===== src/rtl/uart_pkg.sv =====
// Shared definitions for the UART receive path.
//   rx_state_e               receiver FSM states
//   PAR_NONE/PAR_ODD/PAR_EVEN parity mode encodings
//   UART_CLKS_PER_BIT_115200 bit period at 25 MHz, shared with the baud divider
//   parity_bit()             expected parity bit for a byte under a given mode
package uart_pkg;

  typedef enum logic [2:0] {
    IDLE  = 3'd0,
    START = 3'd1,
    DATA  = 3'd2,
    PAR   = 3'd3,
    STOP  = 3'd4,
    BREAK = 3'd5
  } rx_state_e;

  localparam int unsigned PAR_NONE = 0;
  localparam int unsigned PAR_ODD  = 1;
  localparam int unsigned PAR_EVEN = 2;

  localparam int unsigned UART_CLKS_PER_BIT_115200 = 217;

  // Even parity: XOR of the data bits; odd parity: its inverse.
  function automatic logic parity_bit(input logic [7:0] data, input int unsigned mode);
    return (mode == PAR_ODD) ? ~(^data) : (^data);
  endfunction

endpackage


===== src/rtl/uart_sync2.sv =====
// Two-flop synchronizer for an asynchronous single-bit input.
//   clk_i  sampling clock
//   rst_i  synchronous active-high reset, loads RESET_VAL into both flops
//   d_i    asynchronous input
//   q_o    synchronized output, two cycles behind d_i
module uart_sync2 #(
  parameter logic RESET_VAL = 1'b1
) (
  input  logic clk_i,
  input  logic rst_i,
  input  logic d_i,
  output logic q_o
);

  logic meta_q;
  logic sync_q;

  always_ff @(posedge clk_i) begin
    if (rst_i) begin
      meta_q <= RESET_VAL;
      sync_q <= RESET_VAL;
    end else begin
      meta_q <= d_i;
      sync_q <= meta_q;
    end
  end

  assign q_o = sync_q;

endmodule


===== src/rtl/uart_rx.sv =====
// UART receiver: 8 data bits LSB first, optional parity, one stop bit.
// Samples the synchronized line once at mid-bit using a bit-period counter.
//   clk_in      25 MHz system clock
//   reset       synchronous active-high reset
//   rx_in       asynchronous serial line, idle high
//   rx_data     last received byte, held until the next frame completes
//   rx_valid    one-cycle strobe per completed frame (also on errors)
//   frame_err   stop bit sampled low, updated with rx_valid
//   parity_err  parity mismatch, updated with rx_valid
//   busy        high whenever the receiver is not idle
//
// state | meaning
// IDLE  | waiting for rx_s to go low
// START | checking the start bit at half a bit period
// DATA  | sampling 8 data bits, one per bit period
// PAR   | sampling the parity bit
// STOP  | sampling the stop bit, completing the frame
// BREAK | line held low after a bad stop bit; wait for it to go high
module uart_rx import uart_pkg::*; #(
  parameter int unsigned CLKS_PER_BIT = UART_CLKS_PER_BIT_115200,
  parameter int unsigned PARITY       = PAR_NONE
) (
  input  logic       clk_in,
  input  logic       reset,
  input  logic       rx_in,
  output logic [7:0] rx_data,
  output logic       rx_valid,
  output logic       frame_err,
  output logic       parity_err,
  output logic       busy
);

  localparam int unsigned CW = $clog2(CLKS_PER_BIT);
  localparam logic [CW-1:0] HALF_M1    = CW'(CLKS_PER_BIT / 2 - 1);
  localparam logic [CW-1:0] BIT_M1     = CW'(CLKS_PER_BIT - 1);
  localparam bit            HAS_PARITY = (PARITY != PAR_NONE);

  logic rx_s;

  rx_state_e     state_q, state_d;
  logic [CW-1:0] cnt_q, cnt_d;
  logic [2:0]    idx_q, idx_d;
  logic [7:0]    shift_q, shift_d;
  logic          par_q, par_d;
  logic [7:0]    data_q, data_d;
  logic          valid_q, valid_d;
  logic          ferr_q, ferr_d;
  logic          perr_q, perr_d;

  uart_sync2 #(.RESET_VAL(1'b1)) u_sync (
    .clk_i (clk_in),
    .rst_i (reset),
    .d_i   (rx_in),
    .q_o   (rx_s)
  );

  always_ff @(posedge clk_in) begin
    if (reset) begin
      state_q <= IDLE;
      cnt_q   <= '0;
      idx_q   <= '0;
      shift_q <= '0;
      par_q   <= 1'b0;
      data_q  <= '0;
      valid_q <= 1'b0;
      ferr_q  <= 1'b0;
      perr_q  <= 1'b0;
    end else begin
      state_q <= state_d;
      cnt_q   <= cnt_d;
      idx_q   <= idx_d;
      shift_q <= shift_d;
      par_q   <= par_d;
      data_q  <= data_d;
      valid_q <= valid_d;
      ferr_q  <= ferr_d;
      perr_q  <= perr_d;
    end
  end

  // The counter clears on every transition and at every sample point, so each
  // sample lands exactly CLKS_PER_BIT cycles after the previous one.
  always_comb begin
    state_d = state_q;
    cnt_d   = cnt_q + CW'(1);
    idx_d   = idx_q;
    shift_d = shift_q;
    par_d   = par_q;
    data_d  = data_q;
    valid_d = 1'b0;
    ferr_d  = ferr_q;
    perr_d  = perr_q;

    case (state_q)
      IDLE: begin
        cnt_d = '0;
        if (!rx_s) state_d = START;
      end
      START: begin
        if (cnt_q == HALF_M1) begin
          cnt_d   = '0;
          idx_d   = '0;
          state_d = rx_s ? IDLE : DATA;
        end
      end
      DATA: begin
        if (cnt_q == BIT_M1) begin
          cnt_d   = '0;
          // Right shift: after eight samples the first bit sits in bit 0.
          shift_d = {rx_s, shift_q[7:1]};
          idx_d   = idx_q + 3'd1;
          if (idx_q == 3'd7) state_d = HAS_PARITY ? PAR : STOP;
        end
      end
      PAR: begin
        if (cnt_q == BIT_M1) begin
          cnt_d   = '0;
          par_d   = rx_s;
          state_d = STOP;
        end
      end
      STOP: begin
        if (cnt_q == BIT_M1) begin
          cnt_d   = '0;
          valid_d = 1'b1;
          data_d  = shift_q;
          ferr_d  = ~rx_s;
          perr_d  = HAS_PARITY && (par_q != parity_bit(shift_q, PARITY));
          state_d = rx_s ? IDLE : BREAK;
        end
      end
      BREAK: begin
        cnt_d = '0;
        if (rx_s) state_d = IDLE;
      end
      default: begin
        cnt_d   = '0;
        state_d = IDLE;
      end
    endcase
  end

  assign rx_data    = data_q;
  assign rx_valid   = valid_q;
  assign frame_err  = ferr_q;
  assign parity_err = perr_q;
  assign busy       = (state_q != IDLE);

endmodule


===== config.mk =====
export PLATFORM = sky130hd
export DESIGN_NAME = uart_rx
export DESIGN_NICKNAME = d
export VERILOG_FILES = /design/src/rtl/uart_pkg.sv /design/src/rtl/uart_sync2.sv /design/src/rtl/uart_rx.sv
export SDC_FILE = /design/constraint.sdc
export NUM_CORES = 1
export LEC_CHECK = 0
export ABC_CLOCK_PERIOD_IN_PS = 5150
export CAP_MARGIN = 40
export CELL_PAD_IN_SITES_DETAIL_PLACEMENT = 0
export CELL_PAD_IN_SITES_GLOBAL_PLACEMENT = 1
export CORE_UTILIZATION = 35
export CTS_BUF_LIST = sky130_fd_sc_hd__clkbuf_4 sky130_fd_sc_hd__clkbuf_8 sky130_fd_sc_hd__clkbuf_16
export DETAILED_ROUTE_END_ITERATION = 8
export HOLD_SLACK_MARGIN = 0.05
export PLACE_DENSITY = 0.68
export SETUP_SLACK_MARGIN = 0.2
export SLEW_MARGIN = 20
export SYNTH_ARGS = -nofsm -noshare
export SYNTH_HDL_FRONTEND = slang
export SYNTH_SLANG_ARGS = --single-unit

===== constraint.sdc =====
create_clock -name clk_in -period 5.15 [get_ports clk_in]
set_clock_uncertainty 0.1 [all_clocks]
set_input_delay 0.7725 -clock clk_in [delete_from_list [all_inputs] [get_ports clk_in]]
set_output_delay 0.7725 -clock clk_in [all_outputs]
set_load 0.02 [all_outputs]

==> impl_metrics.csv <==
group,metric,value,unit
critical_path,startpoint_type,"flip-flop",
timing,fmax,0.4013,GHz
logic_synthesis,edf_count,0,
power_and_ir_drop,power_frac_comb,11.7,%
power_and_ir_drop,peakVddDrop,142.0,uV
timing,finalMaxSlewViolations,0,
finish,diodes,0,
drt,met3WireLength,95,um
finish,final_layout_top_logic_cell,"dfxtp_1",
power_and_ir_drop,p_switching,0.1335,mW
clocking,clkLatencyLatePin,0.28,ns
finish,logic_gates,106,
global_route,gr-total-overflow,0,
die,core,0.004086,sq mm
timing,maxSlewHeadroom,60.89,%
status,outcome,"finished, final reports clean",
clocking,cts-root-buf,"clkbuf_8",
logic_synthesis,flop_cell,"dfxtp_1",
power_and_ir_drop,internal_power,0.4090,mW
critical_path,end_kind,"primary output",
critical_path,slowest_delay,0.59,ns
logic_synthesis,largest_area_cell,"dfxtp_1",
logic_synthesis,ys_top_cells_by_area,"dfxtp_1 (45%), mux2i_1 (11%), nor2_1 (7.2%), ha_1 (3.3%), xnor2_1 (2.3%)",
clocking,cts-resized-gates,0,
global_route,grt_max_degree,23,
finish,combGateArea,779.5,sq um
finish,sh_seq_area,38.04,%
timing,tightest_slew,0.5827,ns
finish,flop_area,680.7,sq um
finish,lay_top_cells,"dfxtp_1 (34), nor2_1 (29), mux2i_1 (16), clkdlybuf4s50_1 (13), clkbuf_8 (6)",
critical_path,crit_fanout,11,
global_route,grt_pass1_vias,935,
hold_path,hold_class,"flip-flop to flip-flop",
[worst paths after layout]
path,start,to,slack [ns],depth (start not counted)
max,state_q[2],busy,2.66,3
min,u_sync.meta_q,u_sync.q_o,0.32,1
max reg2reg,state_q[1],idx_q[1],3.12,4
min reg2reg,u_sync.meta_q,u_sync.q_o,0.32,1
[layer usage]
metal / global-route usage, % / vias up
met4: 7.813 / 0
met2: 18.32 / 19
met1: 17.88 / 490
li1: - / 560
met3: 4.000 / 5
met5: 0 / -
[through the flow]
| stage | cell area (sq um) | utilization, % |
|---|---|---|
| floorplan | 1520 | - |
| global placement | 1672 | 40.91 |
| detailed placement | 1694 | 41.46 |
| CTS | 1789 | 43.78 |
| global route | 1789 | 43.78 |
| finish | 1789 | 43.78 |
[registers in the layout, summed over array words and instances, names as in the netlist]
name and flops:
state_q 3, frame_err 1, u_sync.q_o 1, rx_valid 1, rx_data 8, u_sync.meta_q 1, idx_q 3, shift_q 8
cnt_q 8
[power by group through the flow]
stage	clock network (mW)	logic, mW	registers, mW
6_report	0.202	0.0633	0.277
5_1_grt	0.223	0.0697	0.278
4_1_cts	0.210	0.0640	0.277
3_5_place_dp	0	0.0636	0.283
3_3_place_gp	0	0.0609	0.283
2_1_floorplan	0	0.0552	0.275
[critical path: cells and delay by family (launching register included)]
| kind | cells | cell delay, ns |
|---|---|---|
| and+or+nand+nor | 1 | 0.11 |
| buffers and inverters | 2 | 0.66 |
| DFF | 1 | 0.57 |
[kinds of logic (layout without fill, tap and decap cells)]
family,Yosys count,after routing,share of synthesized area (%)
fa+ha+maj,4,4,3.292
xor+xnor,6,6,3.457
simple gates,59,59,23.13
flops,34,34,44.77
other cells,1,1,0.2467
mux,16,16,10.53
compound gates,20,20,10.62
buf+inv,13,28,3.950
Fig. 1: drive-strength map
The bar under the picture is 20 um long.
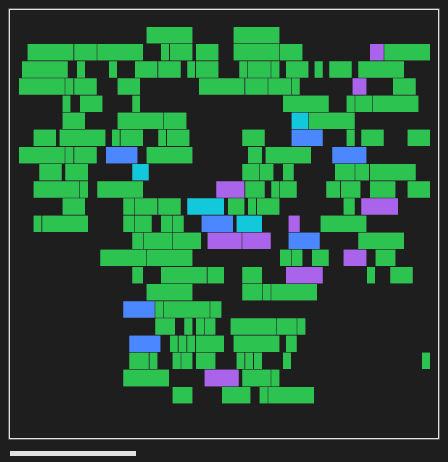
[cyan] x3 and x4 | cells: 4
[green] x1 and smaller | cells: 147 | most used: dfxtp_1
[purple] x2 | cells: 10
[blue] x6 and larger | cells: 7 | most used: clkbuf_8

Fig. 2: routed metal per tile
14 x 14 tiles, from dark blue (low) to red (high), scaled to the fullest tile. Values are wire area over tile area, all layers added.
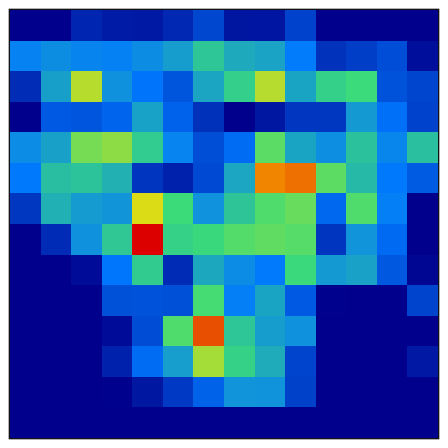
densest ninth of the die: middle
tiles over half the peak: 10%
mean over tiles: 0.092
fullest tile: 0.42
WL per Instance: 12.48 um
detailed-route via count: 1074
DRT Wirelength: 2720 um

Fig. 3: clock network drawn from the DEF
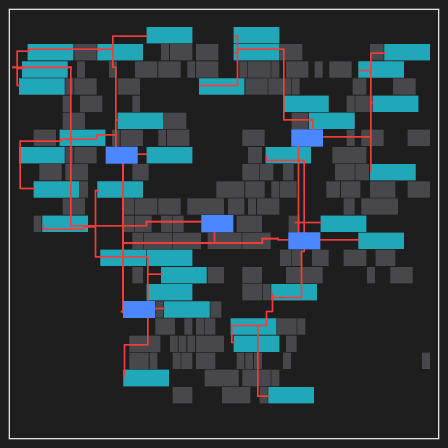
[cyan] flip-flops | count: 34
[blue] clock-net drivers | count: 5
[red] clock wires | length: 418 um
flops lie: widely spread
routed clock nets: 6
P_clk: 0.202 mW
Clock power frac: 37.3%

Fig. 4: sequential cells grouped by signal name
The bar under the picture is 20 um long.
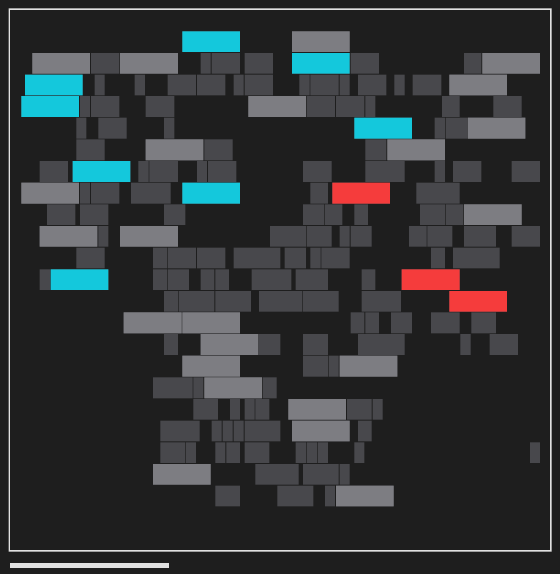
[cyan] shift_q | placed flops: 8
[red] state_q | placed flops: 3

No activity file was given, so power comes from the tool's default toggle rates.
